File: config.mk
export PLATFORM = sky130hd
export DESIGN_NAME = reg_file_mp
export DESIGN_NICKNAME = d
export VERILOG_FILES = /design/src/rtl/reg_file_pkg.sv /design/src/rtl/reg_file_clear_seq.sv /design/src/rtl/reg_file_mp.sv
export SDC_FILE = /design/constraint.sdc
export NUM_CORES = 1
export LEC_CHECK = 0
export CORE_ASPECT_RATIO = 2
export CORE_MARGIN = 4
export CORE_UTILIZATION = 45
export DETAILED_ROUTE_END_ITERATION = 12
export PLACE_DENSITY = 0.72
export SLEW_MARGIN = 20
export SYNTH_ARGS = -nofsm -noshare
export SYNTH_HDL_FRONTEND = slang
export SYNTH_SLANG_ARGS = --single-unit
File: constraint.sdc
create_clock -name clk -period 4.5 [get_ports clk]
set_input_delay 0.45 -clock clk [delete_from_list [all_inputs] [get_ports clk]]
set_output_delay 0.45 -clock clk [all_outputs]
set_load 0.02 [all_outputs]
File: src/rtl/reg_file_pkg.sv
// Shared constants and clear-sequencer state type for the multi-read-port register file.
// Optional build macro: REG_FILE_MP_ZERO_REG_EN (entry 0 hard-wired to zero).
package reg_file_pkg;

  localparam int RF_DATA_W = 24;
  localparam int RF_ADDR_W = 5;
  localparam int RF_NUM_RD = 2;

  typedef enum logic {
    CLEAR = 1'b0,
    RUN   = 1'b1
  } clr_state_e;

endpackage

File: src/rtl/reg_file_clear_seq.sv
// Post-reset clear sequencer: sweeps every entry to zero, then parks in RUN.
// Timing is identical with or without REG_FILE_MP_ZERO_REG_EN.
module reg_file_clear_seq
  import reg_file_pkg::*;
#(
  parameter int ADDR_W = RF_ADDR_W
) (
  input  logic              clk,
  input  logic              rst_n,
  output logic              clr_we,
  output logic [ADDR_W-1:0] clr_addr,
  output logic              init_busy
);

  clr_state_e        state_q, state_d;
  logic [ADDR_W-1:0] clr_cnt_q, clr_cnt_d;

  // NOTE: every output of this block gets a default first, so no path leaves a latch behind.
  always_comb begin
    state_d   = state_q;
    clr_cnt_d = clr_cnt_q;
    clr_we    = 1'b0;
    case (state_q)
      CLEAR: begin
        clr_we    = 1'b1;
        clr_cnt_d = clr_cnt_q + 1'b1;
        if (clr_cnt_q == '1) state_d = RUN;
      end
      RUN:     state_d = RUN;
      default: state_d = CLEAR;
    endcase
  end

  // NOTE: state registers use non-blocking assignments so every flop samples pre-edge values.
  always_ff @(posedge clk or negedge rst_n) begin
    if (!rst_n) begin
      state_q   <= CLEAR;
      clr_cnt_q <= '0;
    end else begin
      state_q   <= state_d;
      clr_cnt_q <= clr_cnt_d;
    end
  end

  assign clr_addr  = clr_cnt_q;
  assign init_busy = (state_q == CLEAR);

endmodule

File: src/rtl/reg_file_mp.sv
// Register file with one write port and NUM_RD registered read ports, write-first bypass.
// Define REG_FILE_MP_ZERO_REG_EN to make entry 0 read as zero and discard its writes.
module reg_file_mp
  import reg_file_pkg::*;
#(
  parameter int DATA_W = RF_DATA_W,
  parameter int ADDR_W = RF_ADDR_W,
  parameter int NUM_RD = RF_NUM_RD
) (
  input  logic                     clk,
  input  logic                     rst_n,
  input  logic                     wr_en,
  input  logic [ADDR_W-1:0]        wr_addr,
  input  logic [DATA_W-1:0]        wr_data,
  input  logic [NUM_RD-1:0]        rd_en,
  input  logic [NUM_RD*ADDR_W-1:0] rd_addr,
  output logic [NUM_RD*DATA_W-1:0] rd_data,
  output logic                     init_busy
);

  localparam int DEPTH = 2 ** ADDR_W;

  logic [DATA_W-1:0] mem_q [DEPTH];

  logic              clr_we;
  logic [ADDR_W-1:0] clr_addr;
  logic              ext_we;
  logic              mem_we;
  logic [ADDR_W-1:0] mem_waddr;
  logic [DATA_W-1:0] mem_wdata;

  reg_file_clear_seq #(
    .ADDR_W (ADDR_W)
  ) u_clear_seq (
    .clk       (clk),
    .rst_n     (rst_n),
    .clr_we    (clr_we),
    .clr_addr  (clr_addr),
    .init_busy (init_busy)
  );

  // The sweep owns the write port until it finishes; external writes are dropped meanwhile.
  always_comb begin
`ifdef REG_FILE_MP_ZERO_REG_EN
    ext_we    = wr_en && !init_busy && (wr_addr != '0);
`else
    ext_we    = wr_en && !init_busy;
`endif
    mem_we    = clr_we || ext_we;
    mem_waddr = clr_we ? clr_addr : wr_addr;
    mem_wdata = clr_we ? '0 : wr_data;
  end

  // NOTE: the array has no reset; the clear sequencer zeroes it, keeping it mappable to RAM.
  always_ff @(posedge clk) begin
    if (mem_we) mem_q[mem_waddr] <= mem_wdata;
  end

  for (genvar i = 0; i < NUM_RD; i++) begin : g_rd
    logic [ADDR_W-1:0] addr;
    logic              hit;
    logic [DATA_W-1:0] rd_data_d, rd_data_q;

    assign addr = rd_addr[i*ADDR_W +: ADDR_W];

    always_comb begin
      rd_data_d = rd_data_q;
      hit       = wr_en && (wr_addr == addr);
      if (init_busy) begin
        rd_data_d = '0;
      end else if (rd_en[i]) begin
        rd_data_d = hit ? wr_data : mem_q[addr];
`ifdef REG_FILE_MP_ZERO_REG_EN
        if (addr == '0) rd_data_d = '0;
`endif
      end
    end

    always_ff @(posedge clk or negedge rst_n) begin
      if (!rst_n) rd_data_q <= '0;
      else        rd_data_q <= rd_data_d;
    end

    assign rd_data[i*DATA_W +: DATA_W] = rd_data_q;
  end

endmodule

==> impl_metrics.ini <==
; yosys + openroad results
[outcome]
status = complete, no violations

[clock_tree]
clkTransAtPathRegs_ns = 0.07
clock_sinks = 822
tritoncts = done
cts.repair.resized = 0
numCtsBuffers = 67
cts_buffer_depth = 3
postCtsSetupBuffers = 0
htree_num_levels = 3
clock.latency.late_pin_ns = 0.65
ctsHoldBuffers = 1
cts-root-buf = clkbuf_16

[placed_design]
gp_congestion = 0.9053
place_area_um2 = 40850
dpl.hpwl_um = 77290

[die]
fp.coreArea_um2 = 84830
num_rows = 151
die_w_um = 214.8
die_area_um2 = 90540
ios = 93
fp_util_pct = 45.36

[power]
power.total_w = 0.01637
power.density_nw_per_um2 = 379.0
irDropWorstVdd_v = 0.0003087
p_leak_nw = 13.80

[synth]
ys_types = 44
edf_count = 768
yosysWarningCount = 0
ys.flops = 822
yosysCellCount = 2111
syn_inst = 2111
ff_type = edfxtp_1
syn_area_per_cell_um2 = 18.23
synth.cell_area_um2 = 38480
async_flop_share_pct = 6.569
yosys_area_um2 = 38480
ys_seq_share_pct = 63.44
synth_nets = 2157

[timing]
tightest_slew_ns = 1.199
finalSetupViolCount = 0
period_used_pct = 63.62
min_period_ns = 2.863
setup_tns_ns = 0
skew_ns = 0.03353
fmax_mhz = 349.3
slew_viol_final = 0
rsz0062_at_grt = false
hold_viol = 0
slew_headroom_pct = 19.85

[final_layout]
layout_top_cell = edfxtp_1
drive_above_1_share_pct = 28.69
utilization_pct = 50.93
area_growth_pct = 12.26
mostFrequentLayoutCells = 768 x edfxtp_1, 364 x mux4_2, 155 x nand2_1, 127 x mux2i_1, 83 x clkdlybuf4s50_1
design_area_um2 = 43200
final_nets = 2224

[global_route]
grt_pass1_wl_um = 165300
grt_max_degree = 60
antenna_found_initial = 6
grt_usage_pct = 24.97
grt_overflow_total = 0
grt_pass1_vias = 23310

[worst_setup_path]
crit_type = reg -> reg
cp.arrival_ns = 3.11
setup.worst_path.end_class = flop
cp.required_ns = 4.75
crit_fanout = 30
critPathLaunchType = flop

[route]
antenna_left = 0
num_vias = 22630
post_drt_via_cell_ratio = 6.848
drc = 0
routedWlPerCell_um = 34.70
finalWirelength_um = 114700
dr.pass1.iters = 7
drt_iter0_markers = 3137

[run]
maxCapViolCount = 0
openroad.warnings = 26

[hold_path]
hold_path.class = in -> reg
==> critical path, cell delays in order, from the launching register on <==
cell and delay (ns):
dfrtp_2 0.37, buf_4 0.32, nor2b_1 0.13, a21oi_1 0.34, nand2_1 0.34, nor2_4 0.95
==> metrics by stage <==
stage	instances	setup slack [ns]	hold slack, ns
2_1_floorplan	2111	1.777	0.1544
6_report	3305	1.637	0.4278
3_5_place_dp	3177	1.216	0.4736
4_1_cts	3300	1.686	0.3968
5_1_grt	3302	1.522	0.4626
3_3_place_gp	3176	1.238	0.4723
==> area by class of cell <==
type                            count  area (um^2)
Antenna cell                        3        7.507
Clock buffer                       87         1856
Clock inverter                     35        406.6
Fill cell                        6647        41630
Inverter                           11        41.29
Multi-Input combinational cell   1114        13460
Sequential cell                   822        24410
Tap cell                         1071         1340
Timing Repair Buffer              162         1675
==> power breakdown <==
part | switching (W) | total [W] | internal, W
Sequential | 0.0000571 | 0.00849 | 0.00843
Combinational | 0.00103 | 0.00169 | 0.000661
Clock | 0.00280 | 0.00620 | 0.00341
==> cells by family (layout without fill, tap and decap cells) <==
family | count (synthesis) | count (layout) | synth area share (%)
buffers and inverters | 175 | 295 | 2.351
other | 0 | 3 | 0
adder cells (fa/ha/maj) | 2 | 2 | 0.06502
XOR/XNOR | 13 | 13 | 0.2959
AND/OR/NAND/NOR | 345 | 345 | 4.110
multiplexers | 533 | 533 | 25.84
AND-OR/OR-AND | 221 | 221 | 3.902
flip-flops | 822 | 822 | 63.44
==> metal layers <==
metal | global-route usage, % | share of wire (%) | wire, um | vias up
met5 | 0 | 0.031 | 36 | -
met4 | 12.35 | 5.9 | 6748 | 8
met3 | 5.367 | 9.1 | 10400 | 357
met2 | 43.78 | 52 | 59720 | 1425
met1 | 29.03 | 33 | 37770 | 11880
li1 | - | - | - | 8960
==> cell usage after synthesis (all sizes together), types with 26 or more instances <==
cell type  instances  area share [%]
a22oi             38            0.74
a31oi             47            0.76
and2              29            0.47
buf              107             1.7
clkbuf            57            0.56
dfrtp             54             3.5
edfxtp           768              60
mux2              42             1.2
mux2i            127             3.3
mux4             364              21
nand2            155             1.5
nand3             26            0.34
nand4             28            0.46
nor2              62            0.60
nor2b             31            0.50
o21ai             35            0.46
o22ai             48            0.78
==> sequential cells by signal, indices dropped and copies added, names as in the netlist <==
| name | count |
|---|---|
| g_rd.rd_data_q | 48 |
| u_clear_seq.state_q | 1 |
| u_clear_seq.clr_addr | 5 |
| mem_q | 768 |
==> path summary, 6_finish.rpt <==
kind	start	to	slack, ns	cells after the start
max	u_clear_seq.state_q	mem_q[2][6]	1.64	5
min	rd_en[1]	g_rd[1].rd_data_q[4]	0.43	3
max reg2reg	u_clear_seq.state_q	mem_q[2][6]	1.64	5
min reg2reg	u_clear_seq.clr_addr[2]	u_clear_seq.clr_addr[2]	0.49	1
max in group asynchronous	rst_n	u_clear_seq.state_q	3.42	3
min in group asynchronous	rst_n	g_rd[0].rd_data_q[15]	0.52	3
flops_by_reg.png
Scale: 1 px per um. Other sequential cells in the stronger gray, the rest of the logic in the fainter gray.
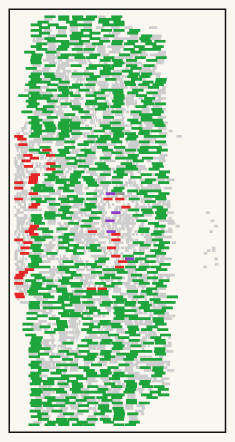
legend:
  `u_clear_seq.clr_addr`:
    color: purple
    placed_flops: 5
    where: middle
  `mem_q`:
    color: green
    placed_flops: 768
  `g_rd.rd_data_q`:
    color: red
    placed_flops: 48
not colored: 1
Seq area share: 56.52%
FF+latch area: 24,410 um^2
seq pwr: 0.00849 W

io_placement.png
Scale: 1.5 px per um. Pins as bars across the die edge, other pins in gray.
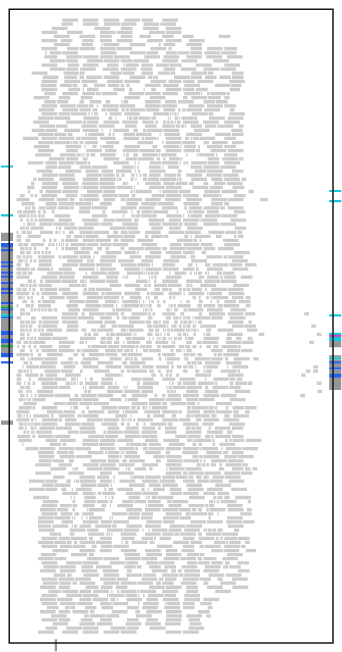
legend:
  `wr_data`:
    color: blue
    pins: 24
    direction: input
    edge: 20 left, 4 right
  `wr_en`:
    color: magenta
    pins: 1
    direction: input
    edge: right
  `rd_en`:
    color: green
    pins: 2
    direction: input
    edge: left
  `rd_addr`:
    color: cyan
    pins: 10
    direction: input
    edge: 7 right, 3 left
all pins by edge: 65 left, 27 right, 1 bottom
chip height: 421.6 um
number of I/O port buffers: 92

Power figures rest on the tool's default switching activity, not on a simulated workload.
